### src/rtl/digit_serial_comparator.sv
// Multi-cycle G/E/L magnitude comparator: walks two WIDTH-bit operands MSB digit first,
// DIGIT bits per cycle, and stops at the first differing digit.
module digit_serial_comparator #(
    parameter int WIDTH     = 16,
    parameter int DIGIT     = 4,
    parameter int SIGNED_EN = 1
) (
    input  logic                               clk,
    input  logic                               rst_n,
    input  logic                               start,
    input  logic                               signed_mode,
    input  logic [WIDTH-1:0]                   a,
    input  logic [WIDTH-1:0]                   b,
    output logic                               busy,
    output logic                               done,
    output logic                               gt,
    output logic                               eq,
    output logic                               lt,
    output logic [$clog2(WIDTH/DIGIT+1)-1:0]   cycles
);

    localparam int ND = WIDTH / DIGIT;
    localparam int CW = $clog2(ND + 1);
    localparam logic [CW-1:0] LAST_DIGIT = CW'(ND - 1);
    localparam logic [CW-1:0] ALL_DIGITS = CW'(ND);

    if (WIDTH < 2 || DIGIT < 1 || DIGIT > WIDTH || (WIDTH % DIGIT) != 0) begin : g_bad_params
        $error("digit_serial_comparator: illegal WIDTH/DIGIT combination");
    end

    typedef enum logic [1:0] {
        S_IDLE    = 2'd0,
        S_COMPARE = 2'd1,
        S_DONE    = 2'd2
    } state_t;

    state_t            state_q, state_d;
    logic [WIDTH-1:0]  a_sh_q, a_sh_d;
    logic [WIDTH-1:0]  b_sh_q, b_sh_d;
    logic [CW-1:0]     cnt_q, cnt_d;
    logic [CW-1:0]     cycles_q, cycles_d;
    logic              gt_q, gt_d;
    logic              eq_q, eq_d;
    logic              lt_q, lt_d;

    logic [WIDTH-1:0]  a_cap;
    logic [WIDTH-1:0]  b_cap;
    logic [DIGIT-1:0]  a_dig;
    logic [DIGIT-1:0]  b_dig;

    assign a_dig = a_sh_q[WIDTH-1 -: DIGIT];
    assign b_dig = b_sh_q[WIDTH-1 -: DIGIT];

    always_comb begin
        state_d  = state_q;
        a_sh_d   = a_sh_q;
        b_sh_d   = b_sh_q;
        cnt_d    = cnt_q;
        cycles_d = cycles_q;
        gt_d     = gt_q;
        eq_d     = eq_q;
        lt_d     = lt_q;

        // Flipping both sign bits maps two's-complement order onto unsigned order.
        a_cap = a;
        b_cap = b;
        if (SIGNED_EN != 0 && signed_mode) begin
            a_cap[WIDTH-1] = ~a[WIDTH-1];
            b_cap[WIDTH-1] = ~b[WIDTH-1];
        end

        case (state_q)
            S_IDLE, S_DONE: begin
                if (start) begin
                    state_d = S_COMPARE;
                    a_sh_d  = a_cap;
                    b_sh_d  = b_cap;
                    cnt_d   = '0;
                end else begin
                    state_d = S_IDLE;
                end
            end
            S_COMPARE: begin
                if (a_dig != b_dig) begin
                    gt_d     = (a_dig > b_dig);
                    lt_d     = (a_dig < b_dig);
                    eq_d     = 1'b0;
                    cycles_d = cnt_q + CW'(1);
                    state_d  = S_DONE;
                end else if (cnt_q == LAST_DIGIT) begin
                    gt_d     = 1'b0;
                    lt_d     = 1'b0;
                    eq_d     = 1'b1;
                    cycles_d = ALL_DIGITS;
                    state_d  = S_DONE;
                end else begin
                    a_sh_d = a_sh_q << DIGIT;
                    b_sh_d = b_sh_q << DIGIT;
                    cnt_d  = cnt_q + CW'(1);
                end
            end
            default: state_d = S_IDLE;
        endcase
    end

    always_ff @(posedge clk) begin
        if (!rst_n) begin
            state_q  <= S_IDLE;
            a_sh_q   <= '0;
            b_sh_q   <= '0;
            cnt_q    <= '0;
            cycles_q <= '0;
            gt_q     <= 1'b0;
            eq_q     <= 1'b0;
            lt_q     <= 1'b0;
        end else begin
            state_q  <= state_d;
            a_sh_q   <= a_sh_d;
            b_sh_q   <= b_sh_d;
            cnt_q    <= cnt_d;
            cycles_q <= cycles_d;
            gt_q     <= gt_d;
            eq_q     <= eq_d;
            lt_q     <= lt_d;
        end
    end

    assign busy   = (state_q == S_COMPARE);
    assign done   = (state_q == S_DONE);
    assign gt     = gt_q;
    assign eq     = eq_q;
    assign lt     = lt_q;
    assign cycles = cycles_q;

endmodule

### config.mk
export PLATFORM = sky130hd
export DESIGN_NAME = digit_serial_comparator
export DESIGN_NICKNAME = d
export VERILOG_FILES = /design/src/rtl/digit_serial_comparator.sv
export SDC_FILE = /design/constraint.sdc
export NUM_CORES = 1
export LEC_CHECK = 0
export CAP_MARGIN = 20
export CORE_AREA = 8 8 77 79
export DETAILED_ROUTE_END_ITERATION = 16
export DIE_AREA = 0 0 85 87
export HOLD_SLACK_MARGIN = 0.1
export PLACE_DENSITY = 0.83
export SKIP_CTS_REPAIR_TIMING = 1
export SKIP_LAST_GASP = 1
export SLEW_MARGIN = 5
export SYNTH_ARGS = -nofsm -noshare
export SYNTH_HDL_FRONTEND = slang
export SYNTH_SLANG_ARGS = --single-unit
### constraint.sdc
create_clock -name clk -period 1.91 [get_ports clk]
set_clock_uncertainty 0.15 [all_clocks]
set_input_delay 0.2865 -clock clk [delete_from_list [all_inputs] [get_ports clk]]
set_output_delay 0.2865 -clock clk [all_outputs]
set_load 0.1 [all_outputs]
Where the registers sit:
Bar = 20 µm. Other sequential cells in the stronger grey, the rest of the logic in the fainter grey.
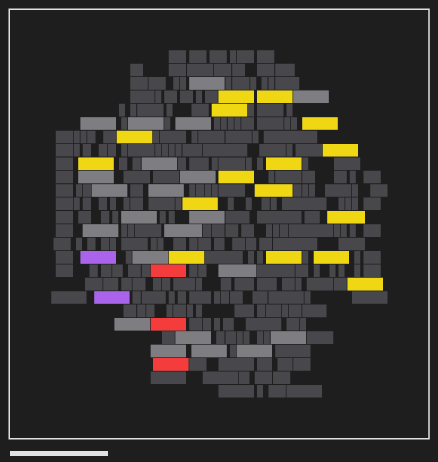
| name in the netlist | colour | placed flops |
|---|---|---|
| cnt_q | red | 3 |
| state_q | purple | 2 |
| b_sh_q | yellow | 16 |
not coloured: 22
share of the core filled with cells: 63.16%
total sequential power: 1050 µW
area occupied by registers: 865.8 µm²
register share of the cell area: 28.28%

Placed cells, one colour a class:
Bar = 20 µm.
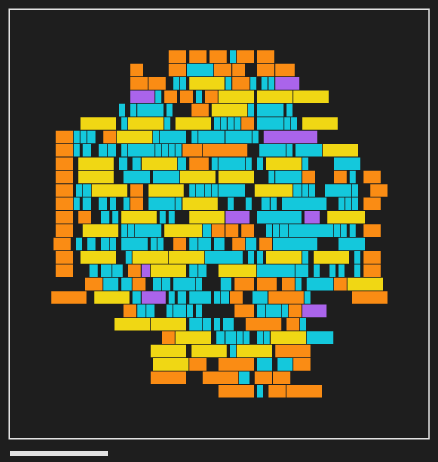
| class | colour | cells |
|---|---|---|
| registers | yellow | 43 |
| remaining logic cells | cyan | 178 |
| remaining buffers and delay cells | orange | 79 |
| clock drivers and dummy loads | purple | 8 |

==> impl_metrics.csv <==
group,metric,value,unit
worst_hold_path,hold_path_class,"reg2reg",
synthesis,synth.yosys.seq_area_share,41.37,%
outcome,violations,"negative setup slack",
worst_hold_path,timing.hold.worst.start,"a_sh_q[0]$_SDFFE_PN0P_",
worst_setup_path,critical_path_required,1970,ps
finish,comb.multi_input.count,170,
synthesis,yosys-top-cells-area,"sky130_fd_sc_hd__dfxtp_1 (41%), sky130_fd_sc_hd__a311oi_2 (16%), sky130_fd_sc_hd__nand2_1 (11%)",
die,die_x,85,µm
final_timing,timing.final.hold_violations,0,
placed_design,port_buffers,43,
route,drt_iter0_markers,109,
finish,layout.area.top_class,"combinational gates",
finish,drive_gt1_share,28.90,%
worst_setup_path,timing.rr.end,"a_sh_q[6]$_SDFFE_PN0P_",
global_routing,grt_start_max_net_pins,35,
placed_design,hpwl,3.618,mm
worst_setup_path,path_delay_family,"buffers and inverters",
final_timing,layout_setup_ws,-62.58,ps
die,n_tap_cell,56,
final_timing,timing.final.setup_violations,19,
synthesis,dominantRegCellSynth,"sky130_fd_sc_hd__dfxtp_1",
die,die_height,87,µm
finish,area.growth.synth_to_final,47.14,%
synthesis,ys_cells,240,
worst_hold_path,worst_hold_path.num_cells,2,
outcome,run_status,"finished, violations left",
die,initial_utilization,42.93,%
cts,tritoncts,"built",
worst_setup_path,crit_path_cell_trace,"inv_1, ha_4, nand4_4, o31ai_4, buf_6, buf_6, buf_4, a311oi_2",
finish,mostFrequentLayoutCells,"sky130_fd_sc_hd__nand2_1 (63), sky130_fd_sc_hd__dfxtp_1 (39), sky130_fd_sc_hd__clkdlybuf4s50_1 (35), sky130_fd_sc_hd__buf_4 (27), sky130_fd_sc_hd__nor2_1 (26)",
synthesis,synth-xor-area-share,0.8419,%
finish,signal_buffer_area_fraction,27.63,%
global_routing,top_usage_layer,"met2",
worst_setup_path,critical_path.startpoint_type,"flop",
Gate families picked out:
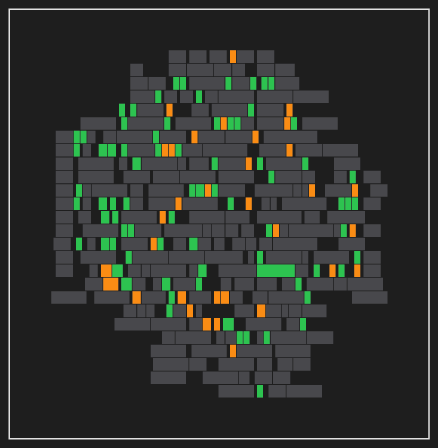
| family | colour | cells | most used |
|---|---|---|---|
| nor cells | orange | 33 | nor2_1 |
| nand cells | green | 77 | nand2_1 |

==> report_power, final <==
group          total, µW  switching [µW]  internal [µW]
sequential          1050            61.7            988
combinational        898             467            431
clock                740             351            390
total               2690             880           1810
==> cells by family (layout without fill, tap and decap cells) <==
family / Yosys count / count (layout)
AND/OR/NAND/NOR: 113 / 113
flip-flops: 43 / 43
buffers and inverters: 27 / 95
XOR/XNOR: 2 / 2
adder cells (fa/ha/maj): 6 / 6
AND-OR/OR-AND: 49 / 49
==> layer usage <==
metal	up-vias	routed length, µm
met1	907	2368
met3	13	283
met5	-	0
li1	962	-
met4	0	157
met2	52	2946
==> sequential cells by signal, summed over array words and instances, names as in the netlist <==
register / cells
b_sh_q: 16
cnt_q: 3
a_sh_q: 16
cycles: 3
gt: 1
state_q: 2
eq: 1
lt: 1
Power figures rest on the tool's default switching activity, not on a simulated workload.
